===== config.mk =====
export PLATFORM = sky130hd
export DESIGN_NAME = uart_rx
export DESIGN_NICKNAME = d
export VERILOG_FILES = /design/src/rtl/uart_pkg.sv /design/src/rtl/uart_rx_fifo.sv /design/src/rtl/uart_rx.sv
export SDC_FILE = /design/constraint.sdc
export NUM_CORES = 1
export LEC_CHECK = 0
export CAP_MARGIN = 25
export CORE_MARGIN = 2
export CORE_UTILIZATION = 60
export CTS_BUF_LIST = sky130_fd_sc_hd__clkbuf_8
export CTS_CLUSTER_DIAMETER = 50
export DETAILED_ROUTE_END_ITERATION = 8
export GPL_TIMING_DRIVEN = 0
export PLACE_DENSITY = 0.8
export SLEW_MARGIN = 20
export SYNTH_ARGS = -nofsm -noshare
export SYNTH_HDL_FRONTEND = slang
export SYNTH_SLANG_ARGS = --single-unit

===== constraint.sdc =====
create_clock -name CLK -period 4.78 [get_ports CLK]
set_input_delay 0.478 -clock CLK [delete_from_list [all_inputs] [get_ports CLK]]
set_output_delay 0.478 -clock CLK [all_outputs]
set_load 0.02 [all_outputs]

===== src/rtl/uart_pkg.sv =====
// Shared UART definitions: 8N1 framing constants and the receiver state encoding.
package uart_pkg;

    localparam int unsigned DATA_BITS = 8;
    localparam int unsigned STOP_BITS = 1;

    typedef enum logic [2:0] {
        IDLE  = 3'd0,
        START = 3'd1,
        DATA  = 3'd2,
        STOP  = 3'd3,
        BREAK = 3'd4
    } uart_rx_state_t;

endpackage


===== src/rtl/uart_rx_fifo.sv =====
// First-word-fall-through byte FIFO; pointers wrap modulo DEPTH, count carries one extra bit.
module uart_rx_fifo #(
    parameter int unsigned DEPTH = 4
) (
    input  logic                     CLK,
    input  logic                     RESET_N,
    input  logic                     push,
    input  logic [7:0]               push_data,
    input  logic                     pop,
    output logic [7:0]               pop_data,
    output logic                     full,
    output logic                     empty,
    output logic [$clog2(DEPTH):0]   count
);

    localparam int unsigned AW = $clog2(DEPTH);

    logic [7:0]    mem_q [DEPTH];
    logic [AW-1:0] wr_ptr_q, wr_ptr_d;
    logic [AW-1:0] rd_ptr_q, rd_ptr_d;
    logic [AW:0]   cnt_q, cnt_d;
    logic          push_ok;
    logic          pop_ok;

    assign empty    = (cnt_q == '0);
    assign full     = (cnt_q == (AW+1)'(DEPTH));
    assign count    = cnt_q;
    assign pop_data = mem_q[rd_ptr_q];

    // A push into a full FIFO is only taken when a pop frees the head slot in the same cycle.
    assign pop_ok  = pop && !empty;
    assign push_ok = push && (!full || pop_ok);

    always_comb begin
        wr_ptr_d = wr_ptr_q;
        rd_ptr_d = rd_ptr_q;
        cnt_d    = cnt_q;
        if (push_ok) wr_ptr_d = wr_ptr_q + AW'(1);
        if (pop_ok)  rd_ptr_d = rd_ptr_q + AW'(1);
        case ({push_ok, pop_ok})
            2'b10:   cnt_d = cnt_q + (AW+1)'(1);
            2'b01:   cnt_d = cnt_q - (AW+1)'(1);
            default: cnt_d = cnt_q;
        endcase
    end

    always_ff @(posedge CLK or negedge RESET_N) begin
        if (!RESET_N) begin
            wr_ptr_q <= '0;
            rd_ptr_q <= '0;
            cnt_q    <= '0;
        end else begin
            wr_ptr_q <= wr_ptr_d;
            rd_ptr_q <= rd_ptr_d;
            cnt_q    <= cnt_d;
        end
    end

    always_ff @(posedge CLK) begin
        if (push_ok) mem_q[wr_ptr_q] <= push_data;
    end

endmodule


===== src/rtl/uart_rx.sv =====
// 8N1 UART receiver: synchronizer, mid-bit sampling FSM and FWFT receive FIFO.
module uart_rx
    import uart_pkg::*;
#(
    parameter int unsigned CLKS_PER_BIT = 104,
    parameter int unsigned FIFO_DEPTH   = 4
) (
    input  logic       CLK,
    input  logic       RESET_N,
    input  logic       RX,
    output logic [7:0] rx_data,
    output logic       rx_valid,
    input  logic       rx_ready,
    output logic       frame_err,
    output logic       overrun,
    output logic       busy
);

    localparam int unsigned CW = $clog2(CLKS_PER_BIT);
    localparam int unsigned BW = $clog2(DATA_BITS);
    localparam logic [CW-1:0] HALF_RELOAD = CW'(CLKS_PER_BIT / 2 - 1);
    localparam logic [CW-1:0] BIT_RELOAD  = CW'(CLKS_PER_BIT - 1);
    localparam logic [BW-1:0] LAST_BIT    = BW'(DATA_BITS - 1);

    uart_rx_state_t state_q, state_d;
    logic          rx_meta_q, rx_meta_d;
    logic          rx_s_q, rx_s_d;
    logic [CW-1:0] cnt_q, cnt_d;
    logic [BW-1:0] bit_idx_q, bit_idx_d;
    logic [7:0]    shift_q, shift_d;
    logic          push_q, push_d;
    logic          frame_err_q, frame_err_d;
    logic          overrun_q, overrun_d;
    logic          expired;

    logic                         fifo_full;
    logic                         fifo_empty;
    logic [$clog2(FIFO_DEPTH):0]  fifo_count;

    assign expired = (cnt_q == '0);

    always_comb begin
        rx_meta_d   = RX;
        rx_s_d      = rx_meta_q;
        state_d     = state_q;
        cnt_d       = cnt_q;
        bit_idx_d   = bit_idx_q;
        shift_d     = shift_q;
        push_d      = 1'b0;
        frame_err_d = 1'b0;
        case (state_q)
            IDLE: begin
                cnt_d     = '0;
                bit_idx_d = '0;
                if (!rx_s_q) begin
                    state_d = START;
                    cnt_d   = HALF_RELOAD;
                end
            end
            START: begin
                if (expired) begin
                    if (!rx_s_q) begin
                        state_d = DATA;
                        cnt_d   = BIT_RELOAD;
                    end else begin
                        state_d = IDLE;
                    end
                end else begin
                    cnt_d = cnt_q - CW'(1);
                end
            end
            DATA: begin
                if (expired) begin
                    shift_d   = {rx_s_q, shift_q[7:1]};
                    cnt_d     = BIT_RELOAD;
                    bit_idx_d = bit_idx_q + BW'(1);
                    if (bit_idx_q == LAST_BIT) state_d = STOP;
                end else begin
                    cnt_d = cnt_q - CW'(1);
                end
            end
            STOP: begin
                if (expired) begin
                    if (rx_s_q) begin
                        push_d  = 1'b1;
                        state_d = IDLE;
                    end else begin
                        frame_err_d = 1'b1;
                        state_d     = BREAK;
                    end
                end else begin
                    cnt_d = cnt_q - CW'(1);
                end
            end
            BREAK: begin
                // Wait for the line to recover so a held-low line is not taken as a new start.
                if (rx_s_q) state_d = IDLE;
            end
            default: state_d = IDLE;
        endcase
    end

    // A full FIFO can still take the byte if the consumer pops on the same cycle.
    assign overrun_d = push_q && fifo_full && !(rx_ready && !fifo_empty);

    always_ff @(posedge CLK or negedge RESET_N) begin
        if (!RESET_N) begin
            rx_meta_q   <= 1'b1;
            rx_s_q      <= 1'b1;
            state_q     <= IDLE;
            cnt_q       <= '0;
            bit_idx_q   <= '0;
            shift_q     <= '0;
            push_q      <= 1'b0;
            frame_err_q <= 1'b0;
            overrun_q   <= 1'b0;
        end else begin
            rx_meta_q   <= rx_meta_d;
            rx_s_q      <= rx_s_d;
            state_q     <= state_d;
            cnt_q       <= cnt_d;
            bit_idx_q   <= bit_idx_d;
            shift_q     <= shift_d;
            push_q      <= push_d;
            frame_err_q <= frame_err_d;
            overrun_q   <= overrun_d;
        end
    end

    uart_rx_fifo #(
        .DEPTH (FIFO_DEPTH)
    ) u_fifo (
        .CLK       (CLK),
        .RESET_N   (RESET_N),
        .push      (push_q),
        .push_data (shift_q),
        .pop       (rx_ready),
        .pop_data  (rx_data),
        .full      (fifo_full),
        .empty     (fifo_empty),
        .count     (fifo_count)
    );

    assign rx_valid  = (fifo_count != '0);
    assign frame_err = frame_err_q;
    assign overrun   = overrun_q;
    assign busy      = (state_q != IDLE);

endmodule

==> run_1/layer_met1.png <==
The bar under the picture is 20 um long.
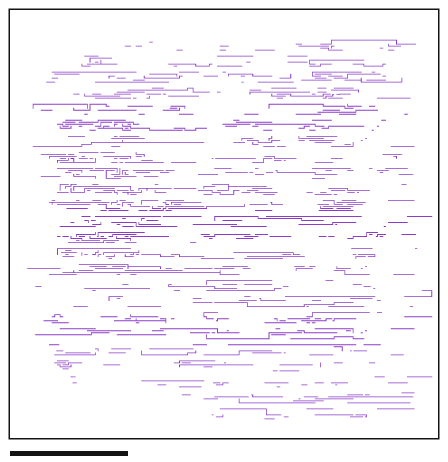
wire length on this layer: 2020 um
longest straight run: 26.7 um
met1 usage: 24.6%
routed wire length: 5080 um

==> run_1/layer_met2.png <==
The bar under the picture is 20 um long. Cells faint in the background.
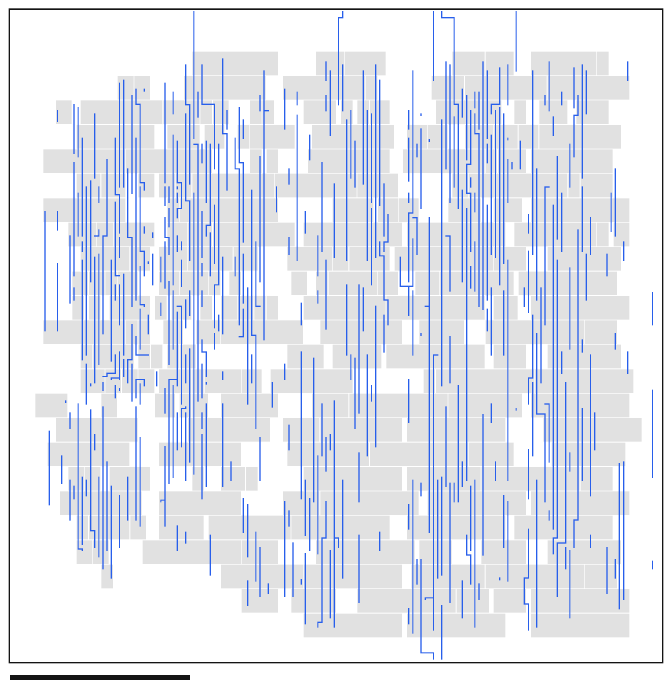
share of all routed wire: 55%
longest straight run: 36.0 um
main direction: vertical
nets with wire on the layer: 209
met2 Use GR: 38.0%
routed vias: 1666

==> run_1/layer_met3.png <==
The bar under the picture is 20 um long. Cells faint in the background.
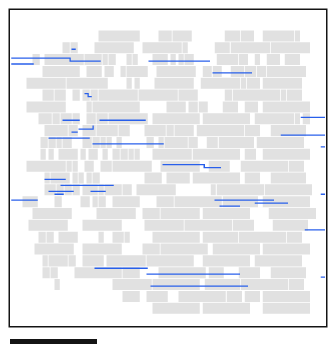
wire length on this layer: 244 um
nets with wire on the layer: 23
share of all routed wire: 4.8%
met3 usage: 6.22%

[run 1: cells by family after synthesis]
group	count (synthesis)	synth area share, %
DFF	65	63.4
and+or+nand+nor	54	11.1
AOI/OAI and AO/OA	28	6.52
buffers and inverters	20	3.50
muxes	17	10.2
adders and majority gates	8	3.81
xor gates and xnor gates	5	1.55
[run 1: worst paths after layout]
kind                              endpoint  slack (ns)  cells past startpoint
worst max-delay path                  busy        2.09                      5
worst min-delay path              cnt_q[3]        0.20                      1
worst max register to register  shift_q[6]        2.67                      6
worst min register to register      rx_s_q        0.36                      0
max in group asynchronous       shift_q[0]        4.11                      1
min in group CLK                    rx_s_q        0.36                      0
==> summary.txt, run 1 <==
Buffers & Inverters on Critical Path: 3
Power Internal: 1020 uW
CTS root buffer: clkbuf_8
share of cells above drive strength 1: 18.4%
Nets at Floorplan: 209
Setup crit start: state_q[1]
CTS tree: built
largest power group: registers
Reg clk slew, reported paths: 0.07 ns
worst r2r src: cnt_q[0]
Top Layer Used: met4
Synth Seq Share: 63.4%
Synth area leader: edfxtp_1
Dominant cell area share: 34.0%
GRT Total Usage: 21.6%
Die Y: 72.6 um
number of fill cells: 296
biggest regs: u_fifo.mem_q x32, shift_q x8, cnt_q x7
endpoints failing hold: 0
most flop-heavy register: u_fifo.mem_q
#MultiIn Comb: 112
io pins: 16
drt pass-1 iters: 4
Post-Syn Area: 2820 um2
synthesized area per cell: 14.3 um2
post-layout worst setup margin: 2.09 ns
vias in the first global route: 1739
clkbuf count: 9
antenna violations before repair: 0
Tap Count: 52
FP Rows: 24
Worst setup SP type: register
initial drt markers: 76
fraction of area in non-clock buffers: 6.09%
flop share of the area: 54.8%
post-layout min period: 2.69 ns
yosys cell count: 197
clk pwr: 544 uW
Hold Worst Slack: 0.202 ns
final net count: 235
Max Cap Violations: 0
Power Sequential: 629 uW
setup bufs post-CTS: 0
fin crit share: 56.2%
Logic inverters: 12
Commonest flop: edfxtp_1
flop count: 65
Worst VDD drop: 0.000242 V
busiest layer in global routing: met2
Net Sw Frac: 23.2%
H-Tree Level Count: 3
Clock buf/inv share: 7.13%
gpl congestion: 0.906
clock share of power: 40.9%
post-DP HPWL: 3510 um
core footprint: 4440 um2
pre-CTS setup slack: 2.41 ns
area delta synth->final: 15.7%
DRC viols: 0
status: finished, final reports clean
Flop pwr share: 47.2%
P_comb: 158 uW
met1 WL: 2020 um
max FFs per register: 32
Crit path max-delay family: buffers and inverters
final setup TNS: 0 ns
clock tree sinks: 65
crit-path most repeated cell: clkbuf_1
worst path cell trace: clkbuf_1 > nor2_1 > clkbuf_1 > nand2_1 > clkdlybuf4s50_1
yosys synthesis chip area: 2820 um2
input/output buffers: 15
DIE WIDTH: 72.6 um
Inst Count DP: 264
fp_density: 63.5%
mean routed wirelength per cell: 18.2 um
Final Instance Area: 3270 um2
PnR Total Power: 1330 uW
Yosys reg bits: 65
most frequent logic cells in the routed design: 32 x edfxtp_1, 31 x dfrtp_1, 14 x clkdlybuf4s50_1
Ys Warns: 0
DP Area: 3030 um2
register area: 1790 um2
Num CTS Buffers: 9
==> run 2: changes to the inputs <==
==> constraint.sdc (replaced) <==
create_clock -name CLK -period 2.7 [get_ports CLK]
set_input_delay 0.27 -clock CLK [delete_from_list [all_inputs] [get_ports CLK]]
set_output_delay 0.27 -clock CLK [all_outputs]
set_load 0.02 [all_outputs]
==> run_2/cell_density.png <==
7 x 7 tiles, from white (low) to dark blue (high), 0 to 100% covered.
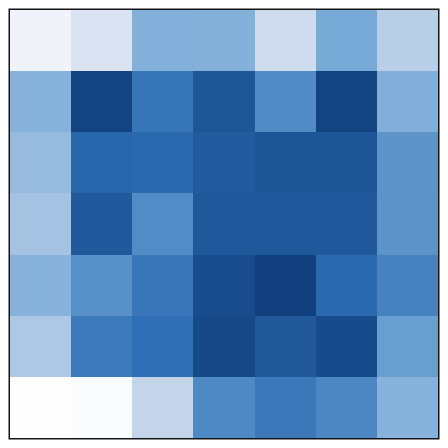
densest ninth of the die: center
tiles over 75% full: 37%
nearly empty tiles: 2.0%
fullest tile: 93%
Final Util: 73.7%
fp_density: 63.5%

==> run 2 against run 1 <==
Against the previous run:
- synthesized cell count is the same
- worst hold slack better by 0.15 ns
- largest power group unchanged
- sequential share of layout area is 0.17 points lower
- power up 77%
- flip-flop count did not move
- global-route usage increased by 0.060 points
- clock skew decreased by 0.0013 ns
==> summary.txt, run 2 <==
status: finished, final reports clean
final setup TNS: 0 ns (unchanged)
Max Cap Violations: 0 (unchanged)
endpoints failing hold: 0 (unchanged)
CTS tree: built
Synth Seq Share: 63.4% (unchanged)
Ys Warns: 0 (unchanged)
input/output buffers: 15 (unchanged)
hold depth: 1
post-DP HPWL: 3510 um (unchanged)
final net count: 236 (+0.43%)
Inst Count DP: 264 (unchanged)
crit-path most repeated cell: clkbuf_1
Commonest flop: edfxtp_1
met1 usage: 24.5% (-0.097 points)
stages on the worst setup path: 5 (unchanged)
antenna violations before repair: 0 (unchanged)
synthesized area per cell: 14.3 um2 (unchanged)
Synth Area in XOR/XNOR: 1.55% (unchanged)
Crit path max-delay family: buffers and inverters
gpl congestion: 0.906 (unchanged)
WHS Endpoint: rx_meta_q
Dominant cell area share: 34.0% (unchanged)
met1 WL: 2000 um (-1.3%)
Buffers & Inverters on Critical Path: 3 (unchanged)
H-Tree Level Count: 3 (unchanged)
worst path cell trace: clkbuf_1 > nor2_1 > clkbuf_1 > nand2_1 > clkdlybuf4s50_1
most frequent logic cells in the routed design: 32 x edfxtp_1, 31 x dfrtp_1, 14 x clkdlybuf4s50_1
fin crit share: 91.8%
Die Y: 72.6 um (unchanged)
Net Sw Frac: 23.2% (-0.098 points)
Worst VDD drop: 0.000428 V (+77%)
post-layout min period: 2.48 ns
DIE WIDTH: 72.6 um (unchanged)
vias in the first global route: 1750 (+0.63%)
max FFs per register: 32 (unchanged)
Worst setup SP type: register
DP Area: 3030 um2 (unchanged)
yosys aoi share: 6.52% (unchanged)
busiest layer in global routing: met2
worst r2r src: cnt_q[0]
share of cells above drive strength 1: 18.3% (-0.080 points)
worst r2r dst: shift_q[6]
initial drt markers: 70 (-7.9%)
FP Rows: 24 (unchanged)
Top Layer Used: met4
yosys synthesis chip area: 2820 um2 (unchanged)
Hold Worst Slack: 0.352 ns (+0.150 ns)
Flop pwr share: 47.2% (about the same)
simple share: 11.1% (unchanged)
mux share: 10.2% (unchanged)
mean routed wirelength per cell: 18.0 um (-1.0%)
Synth area leader: edfxtp_1
flop-to-flop setup slack: 0.61 ns (-2.06 ns)
Final Instance Area: 3280 um2 (+0.31%)
Worst Setup EP: busy
yosys adder share: 3.81% (unchanged)
met3 usage: 6.22% (unchanged)
Num CTS Buffers: 9 (unchanged)
Post-Syn Area: 2820 um2 (unchanged)
setup bufs post-CTS: 0 (unchanged)
core footprint: 4440 um2 (unchanged)
==> run_2/layer_met3.png <==
The bar under the picture is 20 um long. Cells faint in the background.
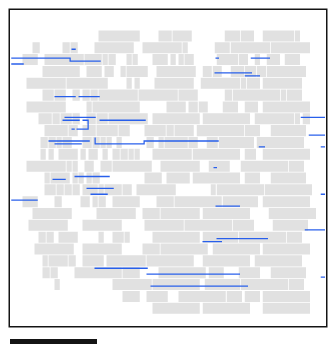
longest straight run: 22.1 um
nets with wire on the layer: 26
wire length on this layer: 240 um
main direction: horizontal
share of all routed wire: 4.8%
routed vias: 1696
routed wire length: 5050 um

-- run 2: cell counts after synthesis --
Identical to the previous run, type by type.
-- run 2: layout make-up --
cell class,instances,area [um2]
Sequential cell,65,1790
Buffer,8,53.8
Clock inverter,7,109
Inverter,12,45.0
Tap cell,52,65.1
Fill cell,297,1170
Clock buffer,9,124
Multi-Input combinational cell,112,935
Timing Repair Buffer,16,155
-- run 2: power by group through the flow --
stage / Clock, uW / Combinational, uW / Sequential, uW
4_1_cts: 972 / 288 / 1110
6_report: 962 / 280 / 1110
2_1_floorplan: 0 / 218 / 1120
3_3_place_gp: 0 / 270 / 1120
5_1_grt: 1010 / 312 / 1110
3_5_place_dp: 0 / 285 / 1130
==> run 3: changes to the inputs <==
--- a/config.mk
+++ b/config.mk
@@ -5,6 +5,7 @@
 export SDC_FILE = /design/constraint.sdc
 export NUM_CORES = 1
 export LEC_CHECK = 0
+export ABC_AREA = 1
 export CAP_MARGIN = 25
 export CORE_MARGIN = 2
 export CORE_UTILIZATION = 60
==> run_3/layer_met3.png <==
The bar under the picture is 20 um long. Cells faint in the background.
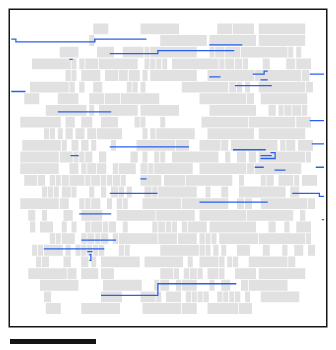
main direction: horizontal
wire length on this layer: 251 um
share of all routed wire: 4.9%
met3 usage: 8.23%
routed vias: 1994
routed wire length: 5100 um

==> run 3 against run 2 <==
Against the previous run:
- fmax shrank 1.2%
- largest cell class unchanged
- sequential share of layout area fell by 1.4 points
- via count increased by 18%
- critical endpoint is now rx_data[7]
- sequential power about the same
- synthesized cell count is 46% higher
- combinational power went up to 2.7 times the previous value
==> summary.txt, run 3 <==
Min-Delay Path Class: input pin to register
Final setup viols: 0
WP data required: 2.43 ns
share of cells above drive strength 1: 16.9% (-1.5 points)
Net Sw Power: 865 uW
synth unique cells: 31
Reg2Reg Depth: 5
Final Util: 71.2% (-2.5 points)
global route overflow: 0
mux share: 0% (-10 points)
Clock buf/inv share: 6.03% (-1.1 points)
Power Sequential: 1090 uW (about the same)
final setup TNS: 0 ns (unchanged)
Synth Seq Share: 61.3% (-2.1 points)
initial drt markers: 86 (+23%)
DIE WIDTH: 73.8 um (+1.6%)
Top cells by area: edfxtp_1 33%, dfrtp_1 27%, nand2_1 8.1%
Setup CP Type: register to primary output
Hold Worst Slack: 0.330 ns (-0.0221 ns)
Tap Count: 67 (+29%)
Commonest flop: edfxtp_1
Logic inverters: 29 (+17)
Net Sw Frac: 32.3% (+9.1 points)
Synth logic family: simple AND/OR/NAND/NOR gates
Final ANT Viol Nets: 0
most used logic cell in the final layout: nand2_1
Top class by area: sequential cells
#MultiIn Comb: 189 (+69%)
yosys adder share: 3.68% (-0.13 points)
area delta synth->final: 15.2%
OpenROAD warnings: 29
Inst Count DP: 370 (+40%)
Final Instance Area: 3360 um2 (+2.7%)
Synth area leader: edfxtp_1
flop-to-flop setup slack: 0.96 ns (+0.35 ns)
final non-filler cell total: 387
Comb area: 993 um2 (+6.3%)
fp_density: 61.8% (-1.7 points)
biggest regs: u_fifo.mem_q x32, shift_q x8, cnt_q x7
fin crit share: 92.9% (+1.2 points)
input/output buffers: 15 (unchanged)
Post-synth EDFFs: 32
ys async rst share: 50.8%
clock tree sinks: 65
yosys aoi share: 9.25% (+2.7 points)
vias in the first global route: 1863 (+6.5%)
vias per cell: 5.15
PnR Total Power: 2680 uW
Buffers & Inverters on Critical Path: 4 (+1)
post-DP HPWL: 3430 um (-2.2%)
Die Y: 73.8 um (+1.6%)
Clock Latency Late Sink: 0.35 ns
stages on the worst setup path: 6 (+1)
fraction of area in non-clock buffers: 5.51% (-0.87 points)
core footprint: 4720 um2 (+6.3%)
antenna violations before repair: 0 (unchanged)
Dominant cell area share: 32.9% (-1.1 points)
CTS root buffer: clkbuf_8
number of fill cells: 354 (+19%)
Worst setup SP type: register
Crit path max-delay family: buffers and inverters
Hold Buf Count CTS: 1
setup bufs post-CTS: 0 (unchanged)
CTS tree: built
DRC viols: 0
largest power group: registers
H-Tree Level Count: 3 (unchanged)
post-layout min period: 2.51 ns (+0.0312 ns)
flop count: 65 (unchanged)
critical path endpoint category: primary output
PostCTS Resize Cnt: 0
most frequent cells after synthesis: 63 x nand2_1, 39 x nor2_1, 32 x edfxtp_1
Num CTS Buffers: 9 (unchanged)
Flop pwr share: 40.8% (-6.4 points)
clk pwr: 838 uW (-13%)
Comb pwr share: 27.9%
crit-path max FO: 10
yosys cell count: 288
FP Rows: 25 (+4.2%)
register area: 1790 um2 (unchanged)
most frequent logic cells in the routed design: 63 x nand2_1, 39 x nor2_1, 32 x edfxtp_1
yosys synthesis chip area: 2920 um2 (+3.5%)
hold depth: 1 (unchanged)
gpl congestion: 0.878 (-3.1%)
slowest CP cell: clkdlybuf4s50_1
Worst VDD drop: 0.000419 V (-2.0%)
max FFs per register: 32 (unchanged)
flop share of the area: 53.2% (-1.4 points)
Max Cap Violations: 0 (unchanged)
endpoints failing hold: 0 (unchanged)
Reg clk slew, reported paths: 0.07 ns
simple share: 19.6% (+8.5 points)
chip area: 5440 um2
largest net degree at the start of global routing: 34
fmax: 399 MHz
most flop-heavy register: u_fifo.mem_q
Post-Syn Area: 2920 um2 (+3.5%)
P_comb: 749 uW (+170%)
synthesized area per cell: 10.1 um2 (-29%)
crit-path most repeated cell: buf_2
bufs w/o clock: 21 (-13%)
clock share of power: 31.3%
final net count: 327 (+39%)
mean routed wirelength per cell: 13.2 um (-27%)
Synth Area in XOR/XNOR: 1.50% (-0.052 points)
io pins: 16
CTS max path bufs: 2
DP Area: 3150 um2 (+3.8%)
clkbuf count: 9 (unchanged)
busiest layer in global routing: met2
Ys Warns: 0 (unchanged)
drt pass-1 iters: 4
Inserted Diodes: 0
met2 Use GR: 34.8%
worst path cell trace: buf_2 > inv_1 > buf_2 > nor2_1 > o22ai_1 > clkdlybuf4s50_1
status: finished, final reports clean
first-pass GRT wire length: 8360 um
Comb/total area: 29.5% (+1.0 points)
pwr dens: 797 nW/um2
==> run_3/layer_met1.png <==
The bar under the picture is 20 um long.
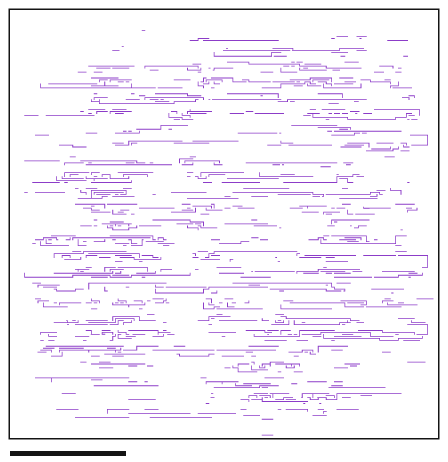
main direction: horizontal
share of all routed wire: 44%
longest straight run: 19.8 um
met1 usage: 25.9%

==> run 3: netlist changes by cell type after synthesis, moves of 5 or more <==
cell / change
nand2_2: +7
mux4_2: -8
nand2_1: +51
and2_1: -6
o21ai_0: +10
inv_2: +6
o22ai_1: +8
nor2_2: +8
nor2_1: +31
inv_1: +11
mux2_2: -5
==> run 3: worst paths after layout <==
path	startpoint	end
max	u_fifo.rd_ptr_q[0]	rx_data[7]
min in group asynchronous	RESET_N	cnt_q[2]
max in group asynchronous	RESET_N	shift_q[1]
max reg2reg	u_fifo.count[2]	u_fifo.mem_q[0][1]
min	RX	rx_meta_q
min reg2reg	rx_meta_q	rx_s_q
==> run 3: per-layer routing <==
layer	wire length, um	part of all wire, %
met3	251	4.9
met5	0	0
met4	111	2.2
met2	2490	49
met1	2250	44
Power and IR drop assume default switching activity.
